[src/rtl/key_event_queue.sv]
`default_nettype none
// ============================================================================
// key_event_queue : classifies debounced key presses as SHORT, LONG or REPEAT
//                   and queues the events in a show-ahead FIFO.
// Revision        : 1.0
// ============================================================================
module key_event_queue #(
   parameter int LONG_CYC   = 50_000_000,
   parameter int REPEAT_CYC = 10_000_000,
   parameter int DEPTH      = 8,
   parameter int AW         = 3
) (
   input  logic          clk,
   input  logic          reset,
   input  logic          neg_tick,
   input  logic          pos_tick,
   input  logic [2:0]    kcode,
   input  logic          rd_en,
   input  logic          ovf_clr,
   output logic          ev_valid,
   output logic [2:0]    ev_code,
   output logic [1:0]    ev_type,
   output logic [AW:0]   ev_count,
   output logic          full,
   output logic          overflow
);

   localparam int HW = $clog2(LONG_CYC);
   localparam int RW = $clog2(REPEAT_CYC);

   localparam logic [1:0] c_idle    = 2'd0;
   localparam logic [1:0] c_pressed = 2'd1;
   localparam logic [1:0] c_held    = 2'd2;

   localparam logic [1:0] c_short  = 2'b00;
   localparam logic [1:0] c_long   = 2'b01;
   localparam logic [1:0] c_repeat = 2'b10;

   localparam logic [HW-1:0] c_hold_last = HW'(LONG_CYC - 1);
   localparam logic [HW-1:0] c_hold_one  = HW'(1);
   localparam logic [RW-1:0] c_rep_last  = RW'(REPEAT_CYC - 1);
   localparam logic [RW-1:0] c_rep_one   = RW'(1);
   localparam logic [AW-1:0] c_ptr_one   = AW'(1);
   localparam logic [AW:0]   c_cnt_one   = (AW+1)'(1);
   localparam logic [AW:0]   c_depth     = (AW+1)'(DEPTH);

   logic [1:0]    r_state;
   logic [2:0]    r_key;
   logic [HW-1:0] r_hold;
   logic [RW-1:0] r_rep;

   logic [2:0]    r_mem_code [DEPTH];
   logic [1:0]    r_mem_type [DEPTH];
   logic [AW-1:0] r_wr_ptr;
   logic [AW-1:0] r_rd_ptr;
   logic [AW:0]   r_count;
   logic          r_ovf;
   logic [2:0]    r_head_code;
   logic [1:0]    r_head_type;

   logic          w_push_req;
   logic [1:0]    w_push_type;
   logic          w_pop;
   logic          w_full;
   logic          w_push;
   logic          w_drop;
   logic [AW-1:0] w_rd_next;

   // Release takes priority over a terminal count in both active states.
   always_comb begin
      w_push_req  = 1'b0;
      w_push_type = c_short;
      case (r_state)
         c_pressed: begin
            if (pos_tick) begin
               w_push_req  = 1'b1;
               w_push_type = c_short;
            end else if (r_hold == c_hold_last) begin
               w_push_req  = 1'b1;
               w_push_type = c_long;
            end
         end
         c_held: begin
            if (!pos_tick && (r_rep == c_rep_last)) begin
               w_push_req  = 1'b1;
               w_push_type = c_repeat;
            end
         end
         default: ;
      endcase
   end

   assign w_pop     = rd_en && (r_count != '0);
   assign w_full    = (r_count == c_depth);
   assign w_push    = w_push_req && (!w_full || w_pop);
   assign w_drop    = w_push_req && w_full && !w_pop;
   assign w_rd_next = r_rd_ptr + c_ptr_one;

   always_ff @(posedge clk or negedge reset) begin
      if (!reset) begin
         r_state <= c_idle;
         r_key   <= '0;
         r_hold  <= '0;
         r_rep   <= '0;
      end else begin
         case (r_state)
            c_idle: begin
               if (neg_tick) begin
                  r_key   <= kcode;
                  r_hold  <= '0;
                  r_state <= c_pressed;
               end
            end
            c_pressed: begin
               if (pos_tick) begin
                  r_state <= c_idle;
               end else if (r_hold == c_hold_last) begin
                  r_rep   <= '0;
                  r_state <= c_held;
               end else begin
                  r_hold <= r_hold + c_hold_one;
               end
            end
            c_held: begin
               if (pos_tick) begin
                  r_state <= c_idle;
               end else if (r_rep == c_rep_last) begin
                  r_rep <= '0;
               end else begin
                  r_rep <= r_rep + c_rep_one;
               end
            end
            default: r_state <= c_idle;
         endcase
      end
   end

   always_ff @(posedge clk) begin
      if (w_push) begin
         r_mem_code[r_wr_ptr] <= r_key;
         r_mem_type[r_wr_ptr] <= w_push_type;
      end
   end

   // The head is kept in its own register so the outputs hold the last
   // entry once the FIFO drains.
   always_ff @(posedge clk or negedge reset) begin
      if (!reset) begin
         r_wr_ptr    <= '0;
         r_rd_ptr    <= '0;
         r_count     <= '0;
         r_ovf       <= 1'b0;
         r_head_code <= '0;
         r_head_type <= c_short;
      end else begin
         if (w_push) begin
            r_wr_ptr <= r_wr_ptr + c_ptr_one;
         end
         if (w_pop) begin
            r_rd_ptr <= w_rd_next;
         end
         case ({w_push, w_pop})
            2'b10:   r_count <= r_count + c_cnt_one;
            2'b01:   r_count <= r_count - c_cnt_one;
            default: ;
         endcase
         if (w_drop) begin
            r_ovf <= 1'b1;
         end else if (ovf_clr) begin
            r_ovf <= 1'b0;
         end
         if (w_push && ((r_count == '0) || (w_pop && (r_count == c_cnt_one)))) begin
            r_head_code <= r_key;
            r_head_type <= w_push_type;
         end else if (w_pop && (r_count > c_cnt_one)) begin
            r_head_code <= r_mem_code[w_rd_next];
            r_head_type <= r_mem_type[w_rd_next];
         end
      end
   end

   assign ev_valid = (r_count != '0);
   assign ev_code  = r_head_code;
   assign ev_type  = r_head_type;
   assign ev_count = r_count;
   assign full     = w_full;
   assign overflow = r_ovf;

endmodule
`default_nettype wire

[config.mk]
export PLATFORM = sky130hd
export DESIGN_NAME = key_event_queue
export DESIGN_NICKNAME = d
export VERILOG_FILES = /design/src/rtl/key_event_queue.sv
export SDC_FILE = /design/constraint.sdc
export NUM_CORES = 1
export LEC_CHECK = 0
export ABC_AREA = 1
export CORE_MARGIN = 2
export CORE_UTILIZATION = 62
export CTS_CLUSTER_SIZE = 25
export DETAILED_ROUTE_END_ITERATION = 16
export PLACE_DENSITY = 0.81
export REMOVE_ABC_BUFFERS = 1
export SYNTH_ARGS = -nofsm -noshare
export SYNTH_HDL_FRONTEND = slang
export SYNTH_SLANG_ARGS = --single-unit
[constraint.sdc]
create_clock -name clk -period 3.1 [get_ports clk]
set_input_delay 0.62 -clock clk [delete_from_list [all_inputs] [get_ports clk]]
set_output_delay 0.62 -clock clk [all_outputs]
set_load 0.005 [all_outputs]
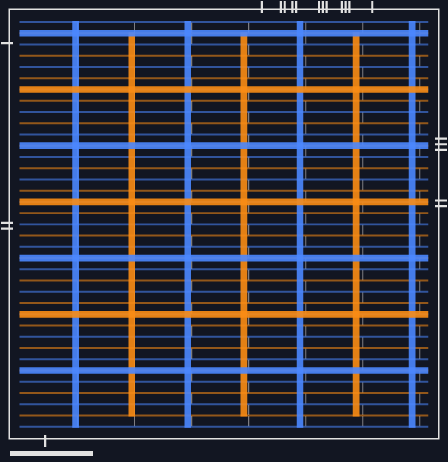
Run 1: floorplan with the power grid
Bar = 20 um. Pins as bars on the die edge. Tap cells in gray.
Key: blue = VSS; orange = VDD
7 straps on met4. 37 met1 rails follow the rows. 21 signal pins sit on the boundary.

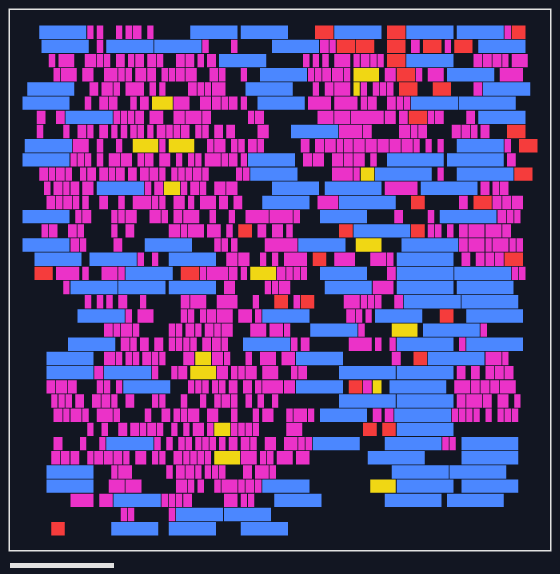
Run 1: cells colored by class
Bar = 20 um.
Key: yellow = clock drivers and dummy loads [cells 16]; blue = flops [cells 111]; magenta = all other logic [cells 599]; red = other buffers and delay cells [cells 33]

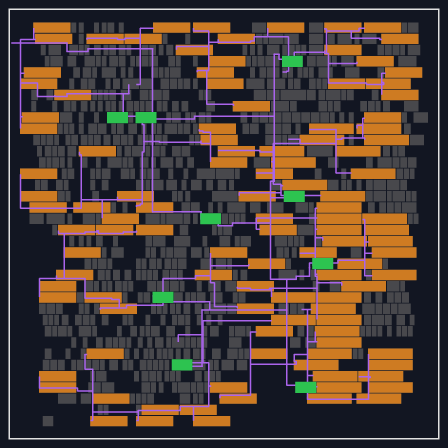
Run 1: clock wires, drivers and flops
Key: green = cells driving clock nets [count 9]; purple = clock wires [length 1,240 um]; orange = flip-flops [count 111]
Position of the flops: spread over the die. There are 10 routed clock nets.

[run 1: power breakdown]
part	switching, mW	internal, mW	total (mW)
sequential	0.216	1.77	1.98
clock	0.518	0.301	0.819
combinational	1.14	0.598	1.74
[run 1: registers in the layout, indices dropped and copies added, names as in the netlist]
register,flops
r_mem_type,16
r_rep,24
r_state,2
r_rd_ptr,3
r_wr_ptr,3
r_key,3
overflow,1
r_mem_code,24
r_hold,26
ev_type,2
ev_count,4
ev_code,3
[run 1: final cells by class]
class / instances / share of cell area (%)
flip-flops and latches: 111 / 44.80
multi-input cells: 527 / 41.52
repair buffers: 33 / 4.442
inverters: 72 / 4.065
well taps: 133 / 2.503
clock buffers: 9 / 1.863
clock inverters: 7 / 0.8093
[run 1: layout by cell type, fill, tap and decap left out, drive strengths merged]
cell,Yosys,routed
a21o,1,1
a21oi,15,15
a22oi,1,1
a31oi,5,5
buf,14,14
clkbuf,8,9
clkdlybuf4s50,0,19
clkinv,1,4
clkinvlp,0,1
dfrtp,71,71
edfxtp,40,40
ha,10,10
inv,71,74
mux2,3,3
nand2,158,158
nand3,67,67
nand4,31,31
nor2,93,93
nor3,35,35
nor3b,1,1
nor4,3,3
o21ai,48,48
o221ai,8,8
o22ai,4,4
o31ai,11,11
or2,2,2
xnor2,7,7
xor2,24,24
[run 1: cells in the mapped netlist, types with 2 or more instances]
cell	number	area, um^2
a31oi_1	5	31.28
nor2_1	88	330.3
a21oi_1	15	75.07
clkbuf_1	8	30.03
nor4_1	3	18.77
nand2_4	2	22.52
o21ai_1	11	55.05
nor2_4	2	22.52
buf_6	3	33.78
edfxtp_1	40	1201
inv_1	68	255.2
o221ai_1	8	70.07
buf_2	8	40.04
nor2_2	3	18.77
o21ai_0	37	185.2
o22ai_1	4	25.02
nand2_2	8	50.05
o31ai_1	11	82.58
nor3_2	2	20.02
xnor2_1	7	61.31
nand2_1	148	555.5
ha_1	10	125.1
xor2_1	24	210.2
dfrtp_1	71	1777
inv_2	3	11.26
nor3_1	33	165.2
nand3_4	3	52.55
nand3_1	64	320.3
mux2_2	3	33.78
nand4_1	31	193.9
[run 1: how the worst max path moves through the flow]
stage                                  startpoint                          to  depth (start not counted)
after detailed placement                 pos_tick  r_mem_type[1][0]$_DFFE_PP_                          7
after global placement                   pos_tick  r_mem_code[6][0]$_DFFE_PP_                          7
after CTS                 ev_count[0]$_DFFE_PN0P_                        full                          5
after global routing       r_state[0]$_DFFE_PN0P_  r_mem_code[1][1]$_DFFE_PP_                          9
after floorplan            r_state[1]$_DFFE_PN0P_       r_rep[10]$_DFFE_PN0P_                          9
final                     ev_count[0]$_DFFE_PN0P_                        full                          5
[run 1: per-stage QoR]
| step | power, mW | hold WS [ns] |
|---|---|---|
| 5_1_grt | 4.832 | 0.4169 |
| 4_1_cts | 4.556 | 0.3783 |
| 6_report | 4.542 | 0.3409 |
| 3_3_place_gp | 3.678 | 0.4777 |
| 2_1_floorplan | 3.087 | 0.3244 |
| 3_5_place_dp | 3.733 | 0.4935 |
[run 1: worst max-delay path: stages, from the launching register on]
cell	delay, ns
dfrtp_1	0.46
inv_1	0.13
ha_1	0.20
nand2_1	0.09
nor2_1	0.21
clkdlybuf4s50_1	0.56
==> results.sh, run 1 <==
# implementation run metrics
export IMPL_ff_latch_area_um2=2978
export IMPL_drtPass1Iterations=8
export IMPL_async_flop_share_pct=63.96
export IMPL_regToRegSetupSlack_ns=0.50
export IMPL_rsz0062_at_grt="no"
export IMPL_worst_pin_slew_ns=0.8852
export IMPL_ys_cells=732
export IMPL_synthCells=732
export IMPL_met1_usage_pct=35.26
export IMPL_cp_end_kind="primary output"
export IMPL_yosys_area_share_simple_pct=29.14
export IMPL_synthMuxAreaShare_pct=0.5499
export IMPL_dieArea_um2=10720
export IMPL_final_fill_count=779
export IMPL_diodes=0
export IMPL_cts_buffer_depth=2
export IMPL_finalSetupViolCount=0
export IMPL_cts_resized_gates=0
export IMPL_ys_sh_xor_pct=4.420
export IMPL_design_area_um2=6648
export IMPL_drc=0
export IMPL_nets=773
export IMPL_crit_fanout=6
export IMPL_ios=21
export IMPL_drive_above_1_share_pct=7.378
export IMPL_clock_latency_ns=0.39
export IMPL_power_density_nw_per_um2=683.3
export IMPL_routedWlPerCell_um=15.67
export IMPL_ys_area_um2=6143
export IMPL_p_leak_nw=2.655
export IMPL_reg2reg_to="r_mem_code[1][1]$_DFFE_PP_"
export IMPL_finalCriticalPeriod_ns=2.642
export IMPL_pre_cts_ws_ns=0.4512
export IMPL_root_buffer="clkbuf_8"
export IMPL_io_buffers=20
export IMPL_busiest_layer="met2"
export IMPL_row_count=36
export IMPL_cts_setup_buffers=0
export IMPL_fp_util_pct=63.44
export IMPL_clock_sinks=111
export IMPL_hpwlAfterDp_um=10230
export IMPL_synth_cell_types=39
export IMPL_outcome="complete, no violations"
export IMPL_critPathLaunchType="register"
export IMPL_timing_fmax_mhz=378.5
export IMPL_postRouteWirelength_um=13980
export IMPL_fin_crit_sh_pct=85.23
export IMPL_ant_nets=0
export IMPL_top_layer_used="met4"
export IMPL_dp_cells=876
export IMPL_grtUsageTotal_pct=26.88
export IMPL_wl_met3_um=928
export IMPL_required_ns=2.48
export IMPL_finalHoldViolCount=0
export IMPL_viasPerCell=5.845
export IMPL_criticalPathCategory="reg -> out"
export IMPL_core_area_um2=9684
export IMPL_synth_edff_count=40
export IMPL_cts_made_buffers=9
export IMPL_final_util_pct=68.64
export IMPL_chipWidth_um=103.5
export IMPL_antenna_found_initial=0
export IMPL_adder_share_pct=2.037
export IMPL_postCtsHoldBufs=0
export IMPL_top_logic_kind="simple AND/OR/NAND/NOR gates"
export IMPL_yosysWarningCount=0
export IMPL_drt_initial_drc_count=396
export IMPL_reg2regPathDepth=9
export IMPL_warnings=29
export IMPL_min_path_type="in -> async"
export IMPL_gp_congestion=0.9537
export IMPL_tns_ns=0
export IMPL_h_tree_depth=3
export IMPL_die_h_um=103.5
export IMPL_clk_pin_slew_ns=0.11
export IMPL_met2_usage_pct=45.18
export IMPL_comb_area_um2=2760
export IMPL_ys_sh_aoi_pct=8.778
Run 1, cell outlines without signal wires:
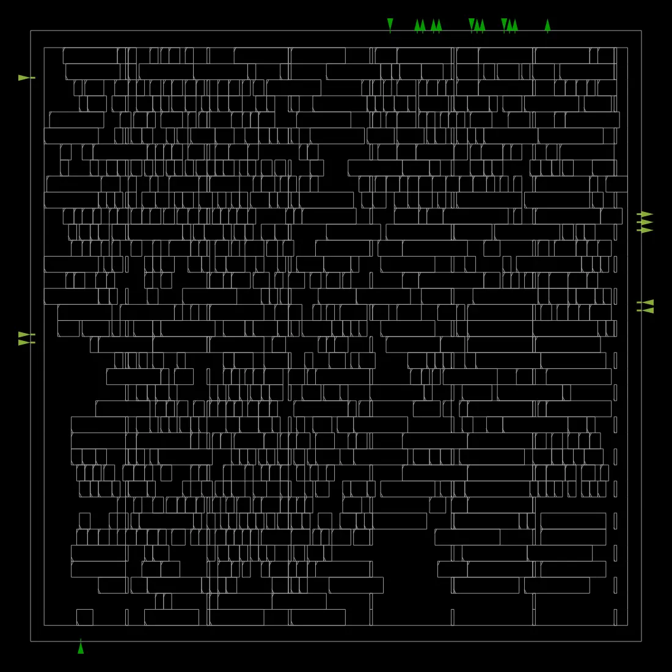

## Run 2: what changed since run 1
CORE_UTILIZATION = 40   (was 62)
DONT_BUFFER_PORTS = 1   (was unset)
PLACE_DENSITY = unset   (was 0.81)
SLEW_MARGIN = 15   (was unset)
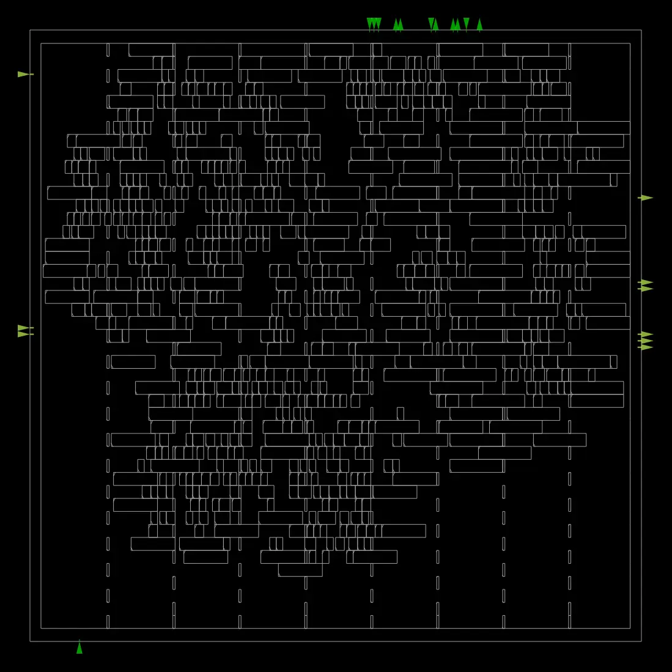
Run 2: cell outlines without signal wires
fin util: 43.92%
tap cells: 188
FP Rows: 45

==> run 2 against run 1 <==
  * Synthesized area is the same
  * Via count is 3.4% lower
  * Largest cell class unchanged
  * Clock skew down 0.0014 ns
  * Count of clock-buffer cells in the layout grew 1
  * Synthesized cell count unchanged
  * Combinational power is 9% lower
  * First-iteration DRC count is 2.3% higher
  * Global-route usage fell by 8.4 points
  * Routed wire length grew 4.1%
  * Sequential share of layout area grew 0.14 points
  * Non-clock buffer count fell by 23
  * Core utilization is 25 points lower
==> results.sh, run 2 <==
# implementation run metrics
export IMPL_postRouteWirelength_um=14560
export IMPL_hpwlAfterDp_um=10550
export IMPL_fin_crit_sh_pct=91.65
export IMPL_ys_sh_xor_pct=4.420
export IMPL_ios=21
export IMPL_fp_util_pct=40.71
export IMPL_outcome="complete, no violations"
export IMPL_core_area_um2=15090
export IMPL_power_mw=4.737
export IMPL_largest_register="r_hold"
export IMPL_synthTopCellsByArea="dfrtp_1, edfxtp_1, nand2_1"
export IMPL_reg2regPathDepth=8
export IMPL_holdWs_ns=0.1443
export IMPL_largest_register_ffs=26
export IMPL_crit_buf_inv=2
export IMPL_chipWidth_um=127.9
export IMPL_crit_family="simple AND/OR/NAND/NOR gates"
export IMPL_viasPerCell=5.450
export IMPL_crit_path_frequent_cell="inv_1"
export IMPL_finalCriticalPeriod_ns=2.841
export IMPL_synthCells=732
export IMPL_drt_initial_drc_count=405
export IMPL_reg2reg_to="r_mem_code[5][1]$_DFFE_PP_"
export IMPL_mostFrequentLayoutCell="nand2_1"
export IMPL_yosysWarningCount=0
export IMPL_cts_made_buffers=9
export IMPL_clk_pin_slew_ns=0.08
export IMPL_diodes=0
export IMPL_ys_cells=732
export IMPL_path_cells="inv_1 -> ha_1 -> inv_1 -> nor2_1 -> nand4_1 -> nand2_4 -> nand2_2 -> nor3_1"
export IMPL_yosys_area_share_simple_pct=29.14
export IMPL_timing_fmax_mhz=352.0
export IMPL_regToRegSetupSlack_ns=0.26
export IMPL_cp_end_kind="register"
export IMPL_top_area_share_pct=28.92
export IMPL_path_depth=8
export IMPL_worst_pin_slew_ns=0.8939
export IMPL_drtPass1Iterations=5
export IMPL_crit_fanout=11
export IMPL_drive_above_1_share_pct=7.065
export IMPL_cts_buffer_depth=2
export IMPL_die_h_um=127.9
export IMPL_critPathLaunchType="register"
export IMPL_largestRegisters="r_hold: 26 flops, r_mem_code: 24 flops, r_rep: 24 flops"
export IMPL_top_logic_kind="simple AND/OR/NAND/NOR gates"
export IMPL_required_ns=3.10
export IMPL_grtUsageTotal_pct=18.50
export IMPL_synth_most_common_cell="nand2_1"
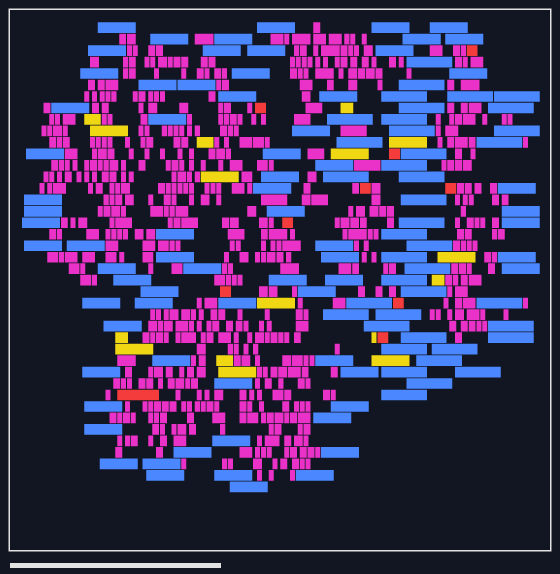
Run 2: cells colored by class
Bar = 50 um.
Key: yellow = clock drivers and dummy loads [cells 16]; magenta = all other logic [cells 599]; blue = flops [cells 111]; red = other buffers and delay cells [cells 10]

-- run 2: cell counts after synthesis --
No cell type changed its count.
-- run 2: cells by family after synthesis --
logic type	count (synthesis)
AND/OR/NAND/NOR	390
flip-flops	111
buffers and inverters	94
AND-OR/OR-AND	93
XOR/XNOR	31
adder cells (fa/ha/maj)	10
multiplexers	3
-- run 2: what timing repair did --
action                                  CTS  global route
endpoints found under the hold margin    71             0
hold buffers                              1             0
endpoints found under the setup margin    0            10
-- run 2: power breakdown --
group / internal, mW / leakage, nW / switching [mW]
logic: 0.473 / 1.19 / 1.10
registers: 1.77 / 1.29 / 0.235
clock network: 0.571 / 0.143 / 0.587
total: 2.81 / 2.62 / 1.93
-- run 2: metal layers --
metal	share of wire, %	wire length (um)	global-route usage (%)	up-vias
met5	0	0	0	-
met4	2.2	314	5.882	0
met2	47	6902	30.80	121
li1	-	-	-	2481
met1	45	6608	23.43	2408
met3	5.0	731	5.175	26
-- run 2: layout make-up --
class                      instances  area [um^2]  area share (%)
timing repair buffer              10        95.09           1.435
sequential                       111         2978           44.93
tap                              188        235.2           3.549
inverter                          72        270.3           4.078
multi-input combinational        527         2760           41.65
clock inverter                     6        60.06          0.9062
clock buffer                      10        229.0           3.455
-- run 2: worst max path at each step --
stage                                 end  slack, ns                    from
6_report       r_mem_code[5][1]$_DFFE_PP_       0.26  r_state[0]$_DFFE_PN0P_
5_1_grt        r_mem_code[5][1]$_DFFE_PP_      -0.05  r_state[0]$_DFFE_PN0P_
4_1_cts        r_mem_code[5][1]$_DFFE_PP_       0.26  r_state[0]$_DFFE_PN0P_
3_5_place_dp   r_mem_code[5][1]$_DFFE_PP_       0.28  r_state[0]$_DFFE_PN0P_
3_3_place_gp   r_mem_code[0][2]$_DFFE_PP_       0.44  r_state[0]$_DFFE_PN0P_
2_1_floorplan       r_rep[10]$_DFFE_PN0P_       0.28  r_state[1]$_DFFE_PN0P_
Run 2, floorplan with the power grid:
Bar = 50 um. Pins as bars on the die edge. Tap cells in gray.
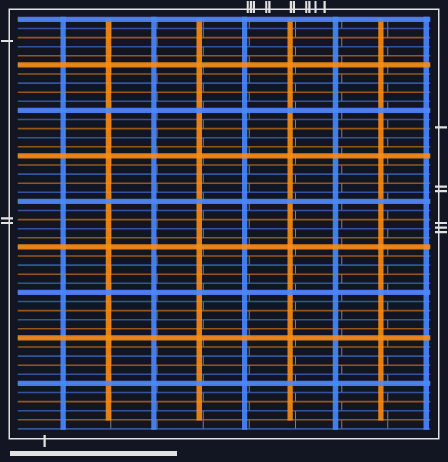

## Run 3: what changed since run 2
CORE_ASPECT_RATIO = 1.4   (was unset)
CORE_MARGIN = 1   (was 2)
SKIP_CTS_REPAIR_TIMING = 1   (was unset)
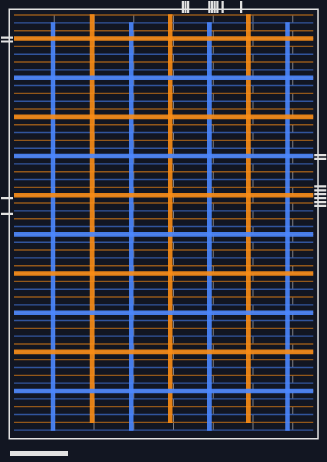
Run 3: floorplan with the power grid
Bar = 20 um. Pins as bars on the die edge. Tap cells in gray.
Key: blue = VSS; orange = VDD
54 met1 rails follow the rows. 192 tap cells. 10 straps on met5. 7 straps on met4.

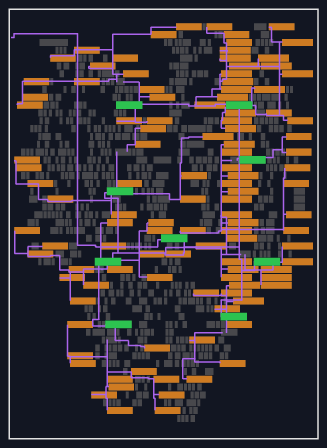
Run 3: clock wires, drivers and flops
Key: orange = flip-flops [count 111]; green = cells driving clock nets [count 9]; purple = clock wires [length 1,360 um]
Position of the flops: spread over the die.

==> run 3 against run 2 <==
  * Clock power barely moved
  * Critical path depth rose by 1
  * Global-route usage rose by 1.1 points
  * Non-clock buffer count fell by 1
  * Clock skew rose by 0.0032 ns
  * Critical endpoint is now r_mem_code[1][1]$_DFFE_PP_
==> results.sh, run 3 <==
# implementation run metrics
export IMPL_met2_usage_pct=34.58
export IMPL_chipWidth_um=106.7
export IMPL_ys_flops=111
export IMPL_nets=749
export IMPL_met1_usage_pct=22.38
export IMPL_worst_pin_slew_ns=0.8280
export IMPL_ios=21
export IMPL_drtPass1Iterations=7
export IMPL_reg2regPathDepth=9
export IMPL_drt_initial_drc_count=345
export IMPL_crit_fanout=11
export IMPL_synthTopCellsByCount="nand2_1, nor2_1, dfrtp_1"
export IMPL_gp_congestion=0.9652
export IMPL_yosysWarningCount=0
export IMPL_routedWlPerCell_um=15.94
export IMPL_cpMaxStageDelayCell="nor3_1"
export IMPL_critPathLaunchType="register"
export IMPL_antenna_found_initial=0
export IMPL_dieArea_um2=15870
export IMPL_outcome="complete, no violations"
export IMPL_warnings=29
export IMPL_cts_buffer_depth=2
export IMPL_final_fill_count=1497
export IMPL_clock_latency_ns=0.36
export IMPL_largestRegisters="r_hold: 26 flops, r_mem_code: 24 flops, r_rep: 24 flops"
export IMPL_die_h_um=148.6
export IMPL_drive_above_1_share_pct=7.075
export IMPL_tns_ns=0
export IMPL_power_mw=4.767
export IMPL_finalSetupViolCount=0
export IMPL_io_buffers=0
export IMPL_timing_fmax_mhz=365.0
export IMPL_root_buffer="clkbuf_16"
export IMPL_largest_register_ffs=26
export IMPL_reg2reg_to="r_mem_code[1][1]$_DFFE_PP_"
export IMPL_ys_cells=732
export IMPL_postRouteWirelength_um=14770
export IMPL_fin_crit_sh_pct=88.39
export IMPL_use_met3_pct=3.769
export IMPL_h_tree_depth=3
export IMPL_synthCells=732
export IMPL_min_path_type="in -> async"
export IMPL_rsz0062_at_grt="no"
export IMPL_finalCriticalPeriod_ns=2.740
export IMPL_top_area_share_pct=28.92
export IMPL_cpPeakStageDelay_ns=0.62
export IMPL_cp_end_kind="register"
export IMPL_clk_pin_slew_ns=0.08
export IMPL_core_area_um2=14990
export IMPL_ant_nets=0
export IMPL_holdWs_ns=0.1221
export IMPL_drc=0
export IMPL_busiest_layer="met2"
export IMPL_power_density_nw_per_um2=717.6
export IMPL_finalHoldViolCount=0
export IMPL_grtUsageTotal_pct=19.58
export IMPL_row_count=53
export IMPL_async_flop_share_pct=63.96
export IMPL_required_ns=3.10
export IMPL_synth_edff_count=40
export IMPL_largest_register="r_hold"
export IMPL_largest_area_cell="dfrtp_1"
export IMPL_diodes=0
export IMPL_synth_most_common_cell="nand2_1"
export IMPL_regToRegSetupSlack_ns=0.36
run 3: worst max path at each step:
stage | startpoint | endpoint | slack (ns)
detailed placement | r_rep[0]$_DFFE_PN0P_ | r_mem_code[1][0]$_DFFE_PP_ | 0.39
finish | r_rep[0]$_DFFE_PN0P_ | r_mem_code[1][1]$_DFFE_PP_ | 0.36
global route | r_rep[0]$_DFFE_PN0P_ | r_mem_code[0][0]$_DFFE_PP_ | 0.09
CTS | r_rep[0]$_DFFE_PN0P_ | r_mem_code[1][1]$_DFFE_PP_ | 0.37
global placement | r_rep[0]$_DFFE_PN0P_ | r_mem_code[1][0]$_DFFE_PP_ | 0.53
floorplan | r_state[1]$_DFFE_PN0P_ | r_rep[10]$_DFFE_PN0P_ | 0.28
run 3: kinds of logic (layout without fill, tap and decap cells):
logic type | after synthesis | count (layout) | synth area share, %
buf+inv | 94 | 97 | 6.599
xor+xnor | 31 | 31 | 4.420
fa+ha+maj | 10 | 10 | 2.037
simple gates | 390 | 390 | 29.14
flops | 111 | 111 | 48.47
compound gates | 93 | 93 | 8.778
mux | 3 | 3 | 0.5499
run 3: power breakdown:
part | total (mW) | internal, mW | leakage (nW) | switching, mW
Combinational | 1.59 | 0.478 | 1.19 | 1.11
Sequential | 2.01 | 1.77 | 1.29 | 0.238
Clock | 1.17 | 0.578 | 0.150 | 0.591
Total | 4.77 | 2.82 | 2.62 | 1.94
run 3: critical path: cells and delay by family, from the launching register on:
kind	cells	cell delay, ns
flip-flops	1	0.43
buffers and inverters	1	0.13
adder cells (fa/ha/maj)	1	0.24
AND/OR/NAND/NOR	7	1.59
run 3: area by class of cell:
cell class / instances / area [um^2] / area share [%]
sequential: 111 / 2978 / 44.83
multi-input combinational: 527 / 2760 / 41.55
inverter: 72 / 270.3 / 4.069
tap: 192 / 240.2 / 3.616
clock buffer: 9 / 225.2 / 3.390
timing repair buffer: 9 / 87.58 / 1.319
clock inverter: 7 / 81.33 / 1.224
run 3: stage by stage:
step | std cells | util, %
after floorplan | 710 | -
after global placement | 910 | 42.09
after detailed placement | 910 | 42.09
after CTS | 926 | 44.14
after global routing | 927 | 44.32
final | 927 | 44.32
run 3: per-layer routing:
metal | share of wire (%) | wire length, um
met1 | 40 | 5890
met5 | 0 | 0
met4 | 3.6 | 529
met2 | 52 | 7678
met3 | 4.6 | 675
Power and IR drop assume default switching activity.
